## src/rtl/period_meter.sv

```systemverilog
// period_meter: measures the number of enabled clock cycles between
// consecutive qualified ticks (iTick & iEnable) and hands each result to a
// consumer through a valid/ack register.
//
// Result handshake: every capture loads oPeriod/oOverflow and raises oValid,
// which stays high until the consumer pulses iAck on a cycle without a
// capture. If a capture coincides with iAck, the new result wins: oValid
// stays high and oLost is cleared. A capture that lands while oValid is still
// high and unacknowledged overwrites the result and raises oLost.
module period_meter #(
    parameter int WORDSIZE = 8
) (
    input  logic                iClk,
    input  logic                iReset,
    input  logic                iStart,
    input  logic                iStop,
    input  logic                iContinuous,
    input  logic                iEnable,
    input  logic                iTick,
    input  logic                iAck,
    output logic [WORDSIZE-1:0] oPeriod,
    output logic                oValid,
    output logic                oOverflow,
    output logic                oLost,
    output logic                oBusy
);

    localparam logic [1:0] IDLE    = 2'd0;
    localparam logic [1:0] ARMED   = 2'd1;
    localparam logic [1:0] MEASURE = 2'd2;

    localparam logic [WORDSIZE-1:0] ZERO     = '0;
    localparam logic [WORDSIZE-1:0] ONE      = {{(WORDSIZE-1){1'b0}}, 1'b1};
    localparam logic [WORDSIZE-1:0] ALL_ONES = '1;

    logic [1:0]          rState;
    logic [WORDSIZE-1:0] rCount;

    logic qTick;
    logic countFull;
    logic measureCycle;
    logic normalCapture;
    logic overflowCapture;
    logic capture;

    // A stop in the same cycle suppresses any capture; disabled cycles are frozen.
    assign qTick           = iTick & iEnable;
    assign countFull       = (rCount == ALL_ONES);
    assign measureCycle    = (rState == MEASURE) && !iStop && iEnable;
    assign overflowCapture = measureCycle && countFull;
    assign normalCapture   = measureCycle && qTick && !countFull;
    assign capture         = normalCapture || overflowCapture;

    assign oBusy = (rState != IDLE);

    // Sequencing of idle / armed / measuring and the enabled-cycle counter.
    always_ff @(posedge iClk or posedge iReset) begin
        if (iReset) begin
            rState <= IDLE;
            rCount <= ZERO;
        end else if (iStop) begin
            rState <= IDLE;
            rCount <= ZERO;
        end else begin
            case (rState)
                IDLE: begin
                    if (iStart) begin
                        rState <= ARMED;
                    end
                end
                ARMED: begin
                    // The first qualified tick opens the measurement window.
                    if (qTick) begin
                        rCount <= ZERO;
                        rState <= MEASURE;
                    end
                end
                MEASURE: begin
                    if (iEnable) begin
                        if (countFull) begin
                            // Saturated: the window is abandoned, so a re-arm
                            // needs a fresh tick.
                            rCount <= ZERO;
                            rState <= iContinuous ? ARMED : IDLE;
                        end else if (qTick) begin
                            // The capture tick doubles as the start of the next window.
                            rCount <= ZERO;
                            rState <= iContinuous ? MEASURE : IDLE;
                        end else begin
                            rCount <= rCount + ONE;
                        end
                    end
                end
                default: begin
                    rState <= IDLE;
                    rCount <= ZERO;
                end
            endcase
        end
    end

    // Result register and valid/ack/lost bookkeeping.
    always_ff @(posedge iClk or posedge iReset) begin
        if (iReset) begin
            oPeriod   <= ZERO;
            oValid    <= 1'b0;
            oOverflow <= 1'b0;
            oLost     <= 1'b0;
        end else if (capture) begin
            oPeriod   <= overflowCapture ? ALL_ONES : (rCount + ONE);
            oOverflow <= overflowCapture;
            oLost     <= oValid && !iAck;
            oValid    <= 1'b1;
        end else if (iAck) begin
            oValid <= 1'b0;
            oLost  <= 1'b0;
        end
    end

endmodule

```

## config.mk

```make
export PLATFORM = sky130hd
export DESIGN_NAME = period_meter
export DESIGN_NICKNAME = d
export VERILOG_FILES = /design/src/rtl/period_meter.sv
export SDC_FILE = /design/constraint.sdc
export NUM_CORES = 1
export LEC_CHECK = 0
export ABC_AREA = 1
export CORE_MARGIN = 3
export CORE_UTILIZATION = 55
export DETAILED_ROUTE_END_ITERATION = 7
export DONT_BUFFER_PORTS = 1
export HOLD_SLACK_MARGIN = 0.02
export PLACE_DENSITY = 0.83
export SYNTH_ARGS = -nofsm -noshare
export SYNTH_HDL_FRONTEND = slang
export SYNTH_SLANG_ARGS = --single-unit
```

## constraint.sdc

```tcl
create_clock -name iClk -period 1.4 [get_ports iClk]
set_clock_uncertainty 0.15 [all_clocks]
set_input_delay 0.21 -clock iClk [delete_from_list [all_inputs] [get_ports iClk]]
set_output_delay 0.21 -clock iClk [all_outputs]
set_load 0.02 [all_outputs]
```

**Register map, names as in the netlist**

Drawn at 10 px/um. Other sequential cells in the stronger grey, the rest of the logic in the fainter grey.
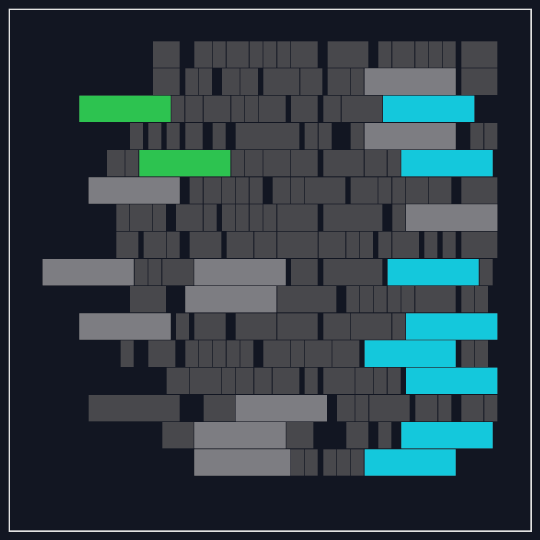
- rState: green (placed flops 2)
- oPeriod: cyan (placed flops 8)
- not coloured: 11
sequential share of cell area: 0.346
final design utilization: 0.768

==> impl_metrics.yaml <==
# implementation run metrics
synth:
  top_cells_by_count: "sky130_fd_sc_hd__nand2_1 (64), sky130_fd_sc_hd__dfrtp_1 (21), sky130_fd_sc_hd__inv_1 (18), sky130_fd_sc_hd__nand3_1 (13)"
  post_synth_instance_area_um2: 1170
  ys_sh_aoi: 0.0676
  synthXorXnorAreaFrac: 0.0225
  ys_ff: 21
  synth_async_sr_flop_share: 1.00
  yosys.stat.seqShare: 0.451
sta:
  maxSlewViolCount: 0
  finalSetupViolations: 22
  fin_crit_sh: 1.13
  worst_hold_slack_across_all_endpoints_ps: 32.1
  sum_neg_setup_slack_ps: -3140
  post-route-worst-setup-slack_ps: -186
  timing.fmax_mhz: 631
die:
  starting_density_of_the_core: 0.588
  die_y_um: 52.0
  chip_area_um2: 2710
  num_io_pins: 20
  floorplan.tapcells: 27
pwr:
  switchingPower_w: 0.000790
  portion_of_total_power_attributed_to_sequential_cells: 0.515
  power.density_cell_area_nw_per_um2: 1210
final_layout:
  non_clock_buffer_count: 20
  n_multi_input_combinational_cell: 117
  lay_top_count: "sky130_fd_sc_hd__nand2_1"
  finalNonFillerCells: 208
  relative_area_change_from_synthesis_to_final_layout_pct: 30.6
  clock_buffer_count: 3
  fraction_of_layout_instances_using_a_drive_strength_above_1: 0.348
  combAreaFraction: 0.457
status:
  violations: "setup timing"
  outcome: "finished with violations"
setup_path:
  cp-endpoint: "oLost$_DFFE_PP0P_"
  critical-path-top-cell-by-count: "sky130_fd_sc_hd__nand2_4"
  critical_path_class: "reg2reg"
grt:
  first_global_vias: 1210
  gr-usage-met2: 0.450
detailed_routing:
  postRouteWirelength_um: 3530
  detailroute.via_count: 1204
  dr.max_layer_used: "met4"
  drc_errors: 0
placement:
  placement.cell_area_um2: 1300
  detailedPlacementHpwl_um: 1930
clock_tree:
  clk_pin_slew_worst_paths_ps: 140
**Track usage over the die**

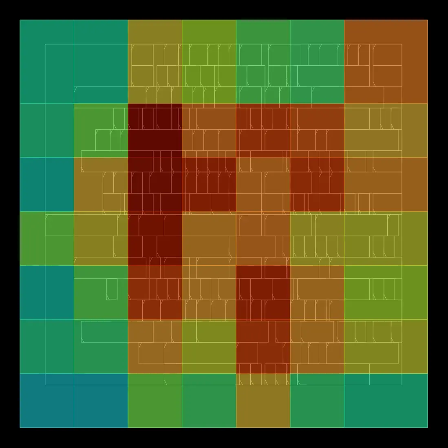
met1 track demand over resource: 0.265
peak-usage layer in the global routing report: met2
global router's overall resource usage: 0.255
GR Layer Usage met3: 0.0659

No activity file was given, so power comes from the tool's default toggle rates.
